==> config.mk <==
export PLATFORM = sky130hd
export DESIGN_NAME = pd_dw_nr_rd
export DESIGN_NICKNAME = d
export VERILOG_FILES = /design/src/rtl/pd_dw_nr_rd.sv
export SDC_FILE = /design/constraint.sdc
export NUM_CORES = 1
export LEC_CHECK = 0
export ABC_CLOCK_PERIOD_IN_PS = 24100
export CAP_MARGIN = 10
export CELL_PAD_IN_SITES_DETAIL_PLACEMENT = 0
export CELL_PAD_IN_SITES_GLOBAL_PLACEMENT = 1
export CORE_MARGIN = 1.5
export CORE_UTILIZATION = 47
export DETAILED_ROUTE_END_ITERATION = 7
export PLACE_DENSITY = 0.95
export SYNTH_ARGS = -nofsm -noshare
export SYNTH_HDL_FRONTEND = slang
export SYNTH_SLANG_ARGS = --single-unit
==> constraint.sdc <==
create_clock -name sys_clk -period 24.1 [get_ports sys_clk]
set_clock_uncertainty 0.1 [all_clocks]
set_input_delay 3.615 -clock sys_clk [delete_from_list [all_inputs] [get_ports sys_clk]]
set_output_delay 3.615 -clock sys_clk [all_outputs]
set_load 0.005 [all_outputs]
==> src/rtl/pd_dw_nr_rd.sv <==
// PD RAM readout: sums the antenna energies of each symbol, streams one combined
// power per symbol over valid/ready and reports the frame's minimum-power symbol.
module pd_dw_nr_rd #(
    parameter int unsigned NSYMB  = 280,
    parameter int unsigned NANT   = 4,
    parameter int unsigned RD_LAT = 2,
    parameter int unsigned DW     = 48,
    localparam int unsigned SW    = $clog2(NSYMB),
    localparam int unsigned AW    = $clog2(NANT),
    localparam int unsigned PW    = DW + AW
) (
    input  logic             sys_clk,
    input  logic             sys_rst,
    input  logic             i_start,
    output logic             o_rd_en,
    output logic [SW+AW-1:0] o_rd_addr,
    input  logic [DW-1:0]    i_rd_data,
    output logic             o_vld,
    input  logic             i_rdy,
    output logic [SW-1:0]    o_symb,
    output logic [PW-1:0]    o_pwr,
    output logic             o_last,
    output logic             o_busy,
    output logic             o_done,
    output logic [PW-1:0]    o_min_pwr,
    output logic [SW-1:0]    o_min_symb
);

    typedef enum logic [2:0] {IDLE, RD, WAIT, OUT, DONE} state_t;

    state_t              state_q, state_d;
    logic [SW-1:0]       symb_q, symb_d;
    logic [AW-1:0]       ant_q, ant_d;
    logic [AW-1:0]       ret_q, ret_d;
    logic [RD_LAT-1:0]   pipe_q, pipe_d;
    logic [PW-1:0]       acc_q, acc_d;
    logic                rd_en_q, rd_en_d;
    logic [SW+AW-1:0]    rd_addr_q, rd_addr_d;
    logic                vld_q, vld_d;
    logic [PW-1:0]       pwr_q, pwr_d;
    logic [SW-1:0]       osymb_q, osymb_d;
    logic                last_q, last_d;
    logic                busy_q, busy_d;
    logic                done_q, done_d;
    logic [PW-1:0]       min_pwr_q, min_pwr_d;
    logic [SW-1:0]       min_symb_q, min_symb_d;
    logic [PW-1:0]       run_min_q, run_min_d;
    logic [SW-1:0]       run_symb_q, run_symb_d;

    logic [PW-1:0]       acc_sum;
    logic                cap;
    logic                beat_lt;
    logic [SW-1:0]       symb_nxt;

    assign cap      = pipe_q[RD_LAT-1];
    assign acc_sum  = acc_q + PW'(i_rd_data);
    assign beat_lt  = (pwr_q < run_min_q);
    assign symb_nxt = symb_q + SW'(1);

    // State and datapath registers
    always_ff @(posedge sys_clk or posedge sys_rst) begin
        if (sys_rst) begin
            state_q    <= IDLE;
            symb_q     <= '0;
            ant_q      <= '0;
            ret_q      <= '0;
            pipe_q     <= '0;
            acc_q      <= '0;
            rd_en_q    <= 1'b0;
            rd_addr_q  <= '0;
            vld_q      <= 1'b0;
            pwr_q      <= '0;
            osymb_q    <= '0;
            last_q     <= 1'b0;
            busy_q     <= 1'b0;
            done_q     <= 1'b0;
            min_pwr_q  <= '1;
            min_symb_q <= '0;
            run_min_q  <= '1;
            run_symb_q <= '0;
        end else begin
            state_q    <= state_d;
            symb_q     <= symb_d;
            ant_q      <= ant_d;
            ret_q      <= ret_d;
            pipe_q     <= pipe_d;
            acc_q      <= acc_d;
            rd_en_q    <= rd_en_d;
            rd_addr_q  <= rd_addr_d;
            vld_q      <= vld_d;
            pwr_q      <= pwr_d;
            osymb_q    <= osymb_d;
            last_q     <= last_d;
            busy_q     <= busy_d;
            done_q     <= done_d;
            min_pwr_q  <= min_pwr_d;
            min_symb_q <= min_symb_d;
            run_min_q  <= run_min_d;
            run_symb_q <= run_symb_d;
        end
    end

    // Next-state, read sequencing, accumulation and minimum tracking
    always_comb begin
        state_d    = state_q;
        symb_d     = symb_q;
        ant_d      = ant_q;
        ret_d      = ret_q;
        pipe_d     = (pipe_q << 1) | RD_LAT'(rd_en_q);
        acc_d      = acc_q;
        rd_en_d    = 1'b0;
        rd_addr_d  = rd_addr_q;
        vld_d      = vld_q;
        pwr_d      = pwr_q;
        osymb_d    = osymb_q;
        last_d     = last_q;
        busy_d     = busy_q;
        done_d     = 1'b0;
        min_pwr_d  = min_pwr_q;
        min_symb_d = min_symb_q;
        run_min_d  = run_min_q;
        run_symb_d = run_symb_q;

        // Returning read data lands RD_LAT cycles after its read enable
        if (cap) begin
            acc_d = acc_sum;
            ret_d = ret_q + AW'(1);
        end

        case (state_q)
            IDLE: begin
                if (i_start) begin
                    state_d    = RD;
                    symb_d     = '0;
                    ant_d      = '0;
                    ret_d      = '0;
                    acc_d      = '0;
                    rd_en_d    = 1'b1;
                    rd_addr_d  = '0;
                    busy_d     = 1'b1;
                    run_min_d  = '1;
                    run_symb_d = '0;
                end
            end
            RD: begin
                if (ant_q == AW'(NANT - 1)) begin
                    state_d = WAIT;
                end else begin
                    ant_d     = ant_q + AW'(1);
                    rd_en_d   = 1'b1;
                    rd_addr_d = {symb_q, ant_q + AW'(1)};
                end
            end
            WAIT: begin
                if (cap && (ret_q == AW'(NANT - 1))) begin
                    state_d = OUT;
                    vld_d   = 1'b1;
                    pwr_d   = acc_sum;
                    osymb_d = symb_q;
                    last_d  = (symb_q == SW'(NSYMB - 1));
                end
            end
            OUT: begin
                if (i_rdy) begin
                    vld_d  = 1'b0;
                    last_d = 1'b0;
                    if (beat_lt) begin
                        run_min_d  = pwr_q;
                        run_symb_d = osymb_q;
                    end
                    if (osymb_q == SW'(NSYMB - 1)) begin
                        state_d    = DONE;
                        done_d     = 1'b1;
                        busy_d     = 1'b0;
                        min_pwr_d  = beat_lt ? pwr_q : run_min_q;
                        min_symb_d = beat_lt ? osymb_q : run_symb_q;
                    end else begin
                        state_d   = RD;
                        symb_d    = symb_nxt;
                        ant_d     = '0;
                        ret_d     = '0;
                        acc_d     = '0;
                        rd_en_d   = 1'b1;
                        rd_addr_d = {symb_nxt, AW'(0)};
                    end
                end
            end
            DONE: begin
                state_d = IDLE;
            end
            default: begin
                state_d = IDLE;
            end
        endcase
    end

    assign o_rd_en    = rd_en_q;
    assign o_rd_addr  = rd_addr_q;
    assign o_vld      = vld_q;
    assign o_symb     = osymb_q;
    assign o_pwr      = pwr_q;
    assign o_last     = last_q;
    assign o_busy     = busy_q;
    assign o_done     = done_q;
    assign o_min_pwr  = min_pwr_q;
    assign o_min_symb = min_symb_q;

endmodule

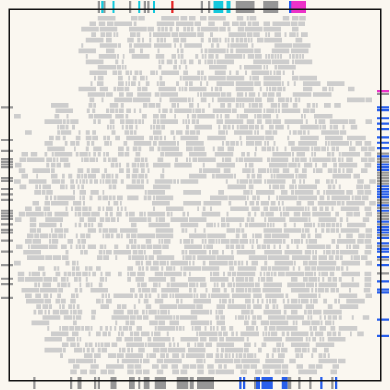
pinout.png
Scale: 2 px per um. Pins as bars across the die edge, other pins in grey.
Key: blue = o_min_pwr [pins 50, direction output, edge 34 east, 15 south, 1 north]; cyan = o_rd_addr [pins 11, direction output, edge north]; red = i_rdy [pins 1, direction input, edge north]; magenta = o_min_symb [pins 9, direction output, edge 8 north, 1 east]
All pins by edge: 60 south, 55 east, 46 north, 25 west.
height of the chip: 185 um
horizontal die size: 185 um
number of buffers added on ports: 185

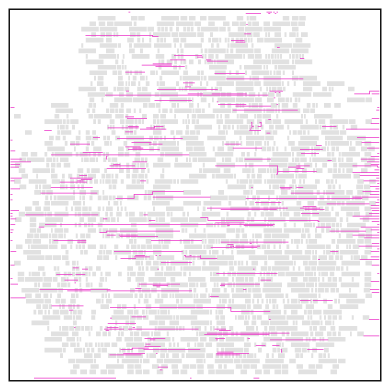
m3.png
Scale: 2 px per um.
The wires run mostly horizontal. 220 nets have wire on it. The longest straight run is 115 um.
total routed wirelength: 44.3 mm
via total after detailed routing: 13500
fraction of met3 tracks used by global routing: 3.11%

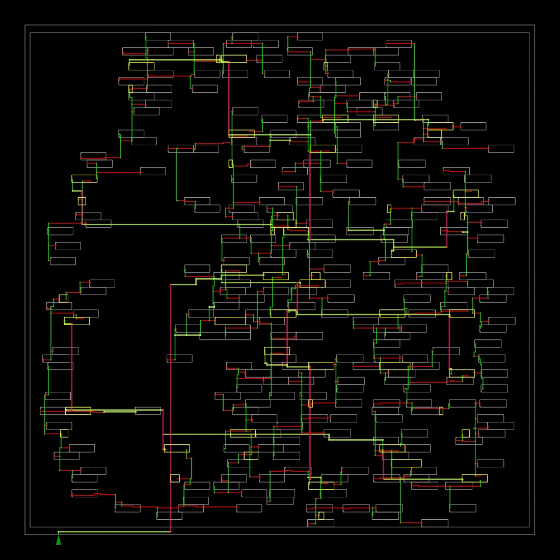
clock_nets.png
number of sinks handled by clock tree synthesis: 261
Clk power: 0.439 mW

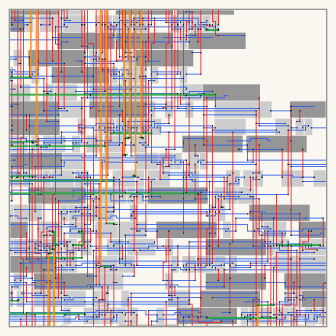
closeup.png
Window x 114 to 164, y 114 to 164 um. Cells in grey, sequential cells in the stronger grey; small squares are vias.
Key: orange = M4; red = M2; blue = M1; green = M3
Netlist names of flops here include run_min_q (7), run_symb_q (6), o_min_pwr (5). Most frequent: nand2_1 (30), inv_1 (16), nor2_1 (14). 162 logic cells have their middle in the window. Sequential cells in the window: 25.

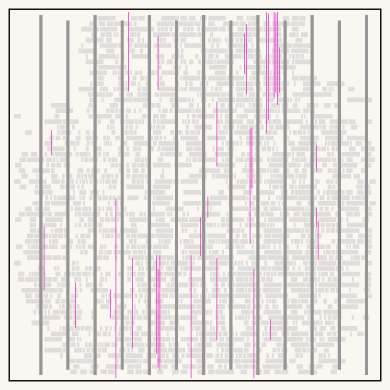
m4.png
Scale: 2 px per um. Supply wires on this layer in grey.
The longest straight run is 89.8 um. The wires run mostly vertical. The layer holds 2.5% of the routed length. 22 nets have wire on it.

==> impl_metrics.json <==
{
  "rsz_0062_raised_after_global_routing": "no",
  "timing.final.setup_violations": 0,
  "post-place-ws_ps": 17300,
  "fin_ws_ps": 17810,
  "logic_depth_of_the_worst_setup_path_including_buffers": 10,
  "post_placement_cell_count": 2270,
  "hpwlAfterDp_mm": 31.4,
  "post-synth-top-area-cell": "sky130_fd_sc_hd__dfrtp_1",
  "yosys_most_used_dff": "sky130_fd_sc_hd__dfrtp_1",
  "crit_path_max_cell_delay_ps": 460,
  "ctsLongestPathBuffers": 3,
  "vias_per_inst": 5.82,
  "worst_setup_hold_path_clk_slew_ps": 60,
  "count_of_flip_flops_with_a_built_in_enable_after_synthesis": 0,
  "postSynthRegisterBits": 261,
  "tightestPinTransition_ps": 1160,
  "cpMostUsedCell": "sky130_fd_sc_hd__o21ai_0",
  "seqCellArea_sq_mm": 0.00666,
  "detail_route.first_pass.iterations": 5,
  "number_of_global_route_vias_before_repair": 12800,
  "run_status": "finished, final reports clean",
  "timing.reg2reg.worst_path_depth": 12,
  "worstSkewPairLatency_ps": 550,
  "report.final.slew_viol_count": 0,
  "cp_num_buf_inv": 1,
  "core_outline_area_sq_mm": 0.0325,
  "logic_area_sq_mm": 0.00804,
  "cp.required_ps": 24370,
  "holdWs_ps": 249,
  "synthSimpleGateAreaFrac_pct": 18.1,
  "yosysSeqAreaShare_pct": 42.7,
  "dr_wl_met3_mm": 2.90,
  "chip_area_sq_mm": 0.0342,
  "post-cts-setup-buffers": 0,
  "clk_root_buffer_cell": "sky130_fd_sc_hd__clkbuf_16",
  "antenna_found_initial": 0
}
[final timing paths]
kind,start,to
max,i_rd_data[19],o_pwr[28]$_DFFE_PP0P_
min,pipe_q[0]$_DFF_PP0_,pipe_q[1]$_DFF_PP0_
max reg2reg,run_min_q[41]$_DFFE_PP1P_,run_min_q[17]$_DFFE_PP1P_
min reg2reg,pipe_q[0]$_DFF_PP0_,pipe_q[1]$_DFF_PP0_
max in group asynchronous,sys_rst,pipe_q[1]$_DFF_PP0_
min in group asynchronous,sys_rst,o_pwr[12]$_DFFE_PP0P_
[layer usage]
metal  track usage (%)  vias up
met2              38.3      480
met4              7.19        0
li1                  -     6431
met5                 0        -
met3              3.11       64
met1              40.5     6545
[cell usage after synthesis (17+ instances only)]
master	n
sky130_fd_sc_hd__a211oi_1	17
sky130_fd_sc_hd__a21o_1	35
sky130_fd_sc_hd__a21oi_1	71
sky130_fd_sc_hd__clkbuf_1	82
sky130_fd_sc_hd__dfrtp_1	161
sky130_fd_sc_hd__dfstp_2	100
sky130_fd_sc_hd__ha_1	100
sky130_fd_sc_hd__inv_1	128
sky130_fd_sc_hd__mux2i_1	86
sky130_fd_sc_hd__nand2_1	214
sky130_fd_sc_hd__nand3_1	93
sky130_fd_sc_hd__nand4_1	79
sky130_fd_sc_hd__nor2_1	138
sky130_fd_sc_hd__nor3_1	21
sky130_fd_sc_hd__o211ai_1	61
sky130_fd_sc_hd__o21a_1	18
sky130_fd_sc_hd__o21ai_0	97
sky130_fd_sc_hd__xnor2_1	23
sky130_fd_sc_hd__xor2_1	18
[report_power, final]
group | internal, mW | leakage (nW) | switching [mW]
Sequential | 0.568 | 2.98 | 0.137
Combinational | 0.462 | 5.08 | 0.679
Clock | 0.255 | 0.442 | 0.184
Total | 1.28 | 8.50 | 1.00
Power is estimated from default activity; no workload was simulated.
